--- src/rtl/mem_snoop_arbiter.sv ---
// Round-robin arbiter that funnels N cache request ports onto one memory port.
// It broadcasts one snoop per grant and aborts a memory wait with an error flag on timeout.
module mem_snoop_arbiter #(
    parameter int NUM_CORES    = 4,
    parameter int ADDR_W       = 11,
    parameter int DATA_W       = 8,
    parameter int CORE_W       = $clog2(NUM_CORES),
    parameter int RESP_TIMEOUT = 255
) (
    input  logic                        clk,
    input  logic                        rst_n,
    input  logic [NUM_CORES-1:0]        req_valid,
    output logic [NUM_CORES-1:0]        req_ready,
    input  logic [NUM_CORES-1:0]        req_we,
    input  logic [NUM_CORES*ADDR_W-1:0] req_addr,
    input  logic [NUM_CORES*DATA_W-1:0] req_wdata,
    output logic [NUM_CORES-1:0]        resp_valid,
    output logic [DATA_W-1:0]           resp_data,
    output logic                        resp_err,
    output logic                        mem_req_valid,
    input  logic                        mem_req_ready,
    output logic                        mem_req_we,
    output logic [ADDR_W-1:0]           mem_req_addr,
    output logic [DATA_W-1:0]           mem_req_write,
    input  logic                        mem_resp_valid,
    input  logic [DATA_W-1:0]           mem_resp_data,
    output logic                        snoop_valid,
    output logic [CORE_W-1:0]           snoop_core,
    output logic                        snoop_cmd,
    output logic [ADDR_W-1:0]           snoop_addr
);

    localparam int CNT_W = $clog2(RESP_TIMEOUT + 1);

    typedef enum logic [2:0] {IDLE, SNOOP, ISSUE, WAIT, RESP} state_t;

    state_t             state;
    state_t             state_next;
    logic [CORE_W-1:0]  last_grant;
    logic [CORE_W-1:0]  grant_q;
    logic [CORE_W-1:0]  grant_idx;
    logic               grant_found;
    logic               we_q;
    logic [ADDR_W-1:0]  addr_q;
    logic [DATA_W-1:0]  wdata_q;
    logic [DATA_W-1:0]  data_q;
    logic               err_q;
    logic [CNT_W-1:0]   cnt_q;
    logic               timeout_hit;

    // The abort fires on the last permitted WAIT cycle, so WAIT lasts RESP_TIMEOUT cycles.
    assign timeout_hit = (cnt_q == CNT_W'(RESP_TIMEOUT - 1));

    always_comb begin
        int                idx;
        logic [CORE_W-1:0] cand;
        idx         = 0;
        cand        = '0;
        grant_found = 1'b0;
        grant_idx   = '0;
        for (int k = 1; k <= NUM_CORES; k++) begin
            idx = int'(last_grant) + k;
            if (idx >= NUM_CORES) idx = idx - NUM_CORES;
            cand = CORE_W'(idx);
            if (!grant_found && req_valid[cand]) begin
                grant_found = 1'b1;
                grant_idx   = cand;
            end
        end
    end

    always_ff @(posedge clk or negedge rst_n) begin
        if (!rst_n) state <= IDLE;
        else        state <= state_next;
    end

    always_comb begin
        state_next = state;
        case (state)
            IDLE:  if (grant_found) state_next = SNOOP;
            SNOOP: state_next = ISSUE;
            ISSUE: if (mem_req_ready) state_next = mem_resp_valid ? RESP : WAIT;
            WAIT:  if (mem_resp_valid || timeout_hit) state_next = RESP;
            RESP:  state_next = IDLE;
            default: state_next = IDLE;
        endcase
    end

    always_comb begin
        req_ready     = '0;
        resp_valid    = '0;
        resp_data     = '0;
        resp_err      = 1'b0;
        mem_req_valid = 1'b0;
        mem_req_we    = 1'b0;
        mem_req_addr  = '0;
        mem_req_write = '0;
        snoop_valid   = 1'b0;
        snoop_core    = '0;
        snoop_cmd     = 1'b0;
        snoop_addr    = '0;
        case (state)
            // Gated by rst_n so no core sees an accept while the block is held in reset.
            IDLE: if (grant_found && rst_n) req_ready[grant_idx] = 1'b1;
            SNOOP: begin
                snoop_valid = 1'b1;
                snoop_core  = grant_q;
                snoop_cmd   = we_q;
                snoop_addr  = addr_q;
            end
            ISSUE: begin
                mem_req_valid = 1'b1;
                mem_req_we    = we_q;
                mem_req_addr  = addr_q;
                mem_req_write = wdata_q;
            end
            RESP: begin
                resp_valid[grant_q] = 1'b1;
                resp_data           = data_q;
                resp_err            = err_q;
            end
            default: ;
        endcase
    end

    always_ff @(posedge clk or negedge rst_n) begin
        if (!rst_n) begin
            last_grant <= CORE_W'(NUM_CORES - 1);
            grant_q    <= '0;
            we_q       <= 1'b0;
            addr_q     <= '0;
            wdata_q    <= '0;
            data_q     <= '0;
            err_q      <= 1'b0;
            cnt_q      <= '0;
        end else begin
            case (state)
                IDLE: if (grant_found) begin
                    grant_q <= grant_idx;
                    we_q    <= req_we[grant_idx];
                    addr_q  <= req_addr[grant_idx*ADDR_W +: ADDR_W];
                    wdata_q <= req_wdata[grant_idx*DATA_W +: DATA_W];
                end
                ISSUE: if (mem_req_ready) begin
                    if (mem_resp_valid) begin
                        data_q <= mem_resp_data;
                        err_q  <= 1'b0;
                    end else begin
                        cnt_q <= '0;
                    end
                end
                WAIT: begin
                    if (mem_resp_valid) begin
                        data_q <= mem_resp_data;
                        err_q  <= 1'b0;
                    end else if (timeout_hit) begin
                        data_q <= '0;
                        err_q  <= 1'b1;
                    end else begin
                        cnt_q <= cnt_q + 1'b1;
                    end
                end
                RESP: last_grant <= grant_q;
                default: ;
            endcase
        end
    end

endmodule

--- config.mk ---
export PLATFORM = sky130hd
export DESIGN_NAME = mem_snoop_arbiter
export DESIGN_NICKNAME = d
export VERILOG_FILES = /design/src/rtl/mem_snoop_arbiter.sv
export SDC_FILE = /design/constraint.sdc
export NUM_CORES = 1
export LEC_CHECK = 0
export CORE_MARGIN = 4
export CORE_UTILIZATION = 38
export CTS_CLUSTER_DIAMETER = 30
export DETAILED_ROUTE_END_ITERATION = 7
export GPL_TIMING_DRIVEN = 0
export PLACE_DENSITY = 0.76
export SLEW_MARGIN = 10
export SYNTH_ARGS = -nofsm -noshare
export SYNTH_HDL_FRONTEND = slang
export SYNTH_SLANG_ARGS = --single-unit
--- constraint.sdc ---
create_clock -name clk -period 1.89 [get_ports clk]
set_input_delay 0.378 -clock clk [delete_from_list [all_inputs] [get_ports clk]]
set_output_delay 0.378 -clock clk [all_outputs]
set_load 0.03 [all_outputs]
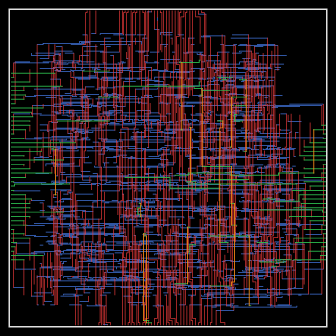
(images/metal_stack.png)
met2 -> red  # wire length 7040 um
met1 -> blue  # wire length 5010 um
met3 -> green  # wire length 792 um
met4 -> orange  # wire length 311 um
Routed wire per std cell: 19.4 um
vias: 3647

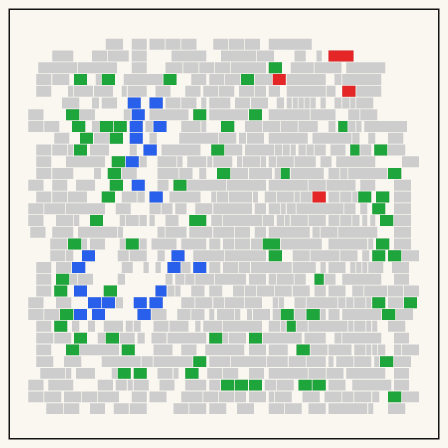
(images/gate_families.png)
AND and OR gates -> green  # cells 70, most used and2_4, where widely spread
AND-OR and OR-AND gates -> blue  # cells 24, most used o31a_1
XOR/XNOR gates -> red  # cells 4, most used xnor2_1, where top right
Commonest Layout Cell: clkdlybuf4s50_1
Final Non-Filler Cells: 678
Comb/total area: 37.4%

==> impl_metrics.yaml <==
# generated from flow reports
global_route:
  grt_max_degree: 25
  grt_pass1_vias: 3651
  antenna_found_initial: 0
floorplan:
  rows: 32
  chipArea_mm2: 0.00981
logic_synthesis:
  ys_seq_share_pct: 35.0
  topCellsByArea: "dfrtp_1 33%, and2_1 8.5%, o211ai_2 6.8%, mux2i_1 6.4%, nand2_1 5.6%"
  yosys.area.top_type: "dfrtp_1"
  synthFlopType: "dfrtp_1"
  yosys-top-cells-count: "47 x nand2_1, 43 x and2_1, 42 x dfrtp_1"
  syn-num-nets: 451
  synth.distinct_cells: 45
power:
  netSwitchingFraction_pct: 42.4
  maxPowerGroup: "combinational cells"
  power_w: 0.00828
  vdd_drop_max_mv: 0.702
  power.internal_w: 0.00477
  leakage_nw: 2.70
placed_design:
  portBuffers: 148
  place_inst: 604
cells_and_area:
  comb_cells: 273
  seq_cells: 44
  seq_area_share_pct: 18.2
  area_growth_pct: 93.2
  drive_gt1_share_pct: 45.8
  clk_share_pct: 1.89
  antenna_cells: 0
status:
  violations: "setup timing"
  outcome: "complete, but fails checks"
sta:
  finalHoldViolations: 0
  fin_ws_ns: -0.463
  slew_headroom_pct: 57.9
  fmax_mhz: 425
  setup_viol: 72
worst_setup_path:
  critPathLaunch: "state[0]$_DFFE_PN0P_"
  crit_type: "reg -> out"
  r2r_slack_ns: -0.11
  r2r-end: "data_q[2]$_DFFE_PN0P_"
  crit_arrival_ns: 1.97
  worst-path-max-fanout: 5
routing:
  ant_nets: 0
min_path:
  hp-class: "in -> async"
job:
  maxCapViolCount: 0
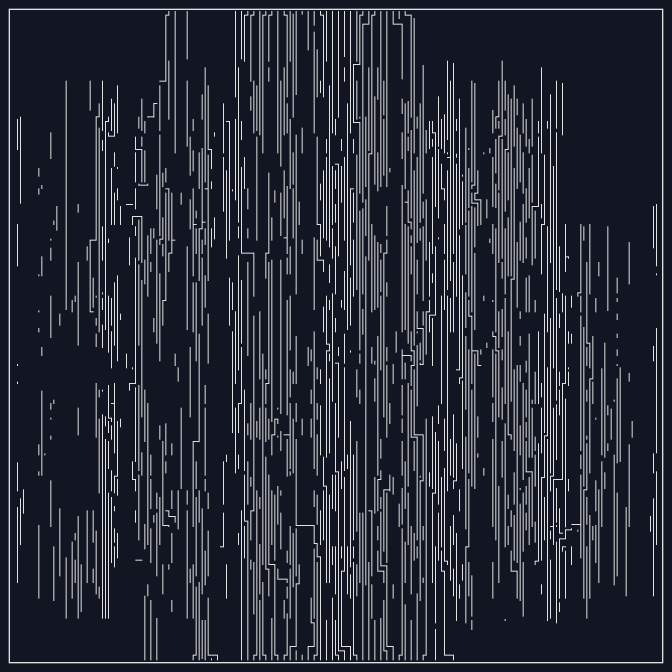
(images/met2.png)
wire length on this layer = 7040 um
longest straight run = 49.8 um
share of all routed wire = 54%
nets with wire on the layer = 594
main direction = vertical
Post-Route WL: 13200 um
GR Util met2: 42.8%

-- worst max-delay path, stage by stage (launching register included) --
cell and delay (ns):
dfrtp_2 0.47, or4_4 0.59, nand3b_4 0.19, buf_12 0.14, nor3_4 0.11, buf_6 0.15
-- sequential cells by signal, summed over array words and instances (netlist names) --
register    cells
addr_q         11
cnt_q           8
data_q          8
err_q           1
grant_q         2
last_grant      2
state           3
wdata_q         8
we_q            1
-- timing repair --
item                                    CTS  global route
endpoints found under the setup margin   78            91
pin swaps                                23            22
buffers inserted                         32            38
cloned                                    3             1
hold buffers                              0             0
hold endpoints to repair                  0             0
resized                                 452            94
-- layer usage --
layer / part of all wire [%] / track usage [%]
met1: 38 / 27.0
met2: 54 / 42.8
met3: 6.0 / 5.24
met4: 2.4 / 6.41
met5: 0 / 0
Power and IR drop assume default switching activity.
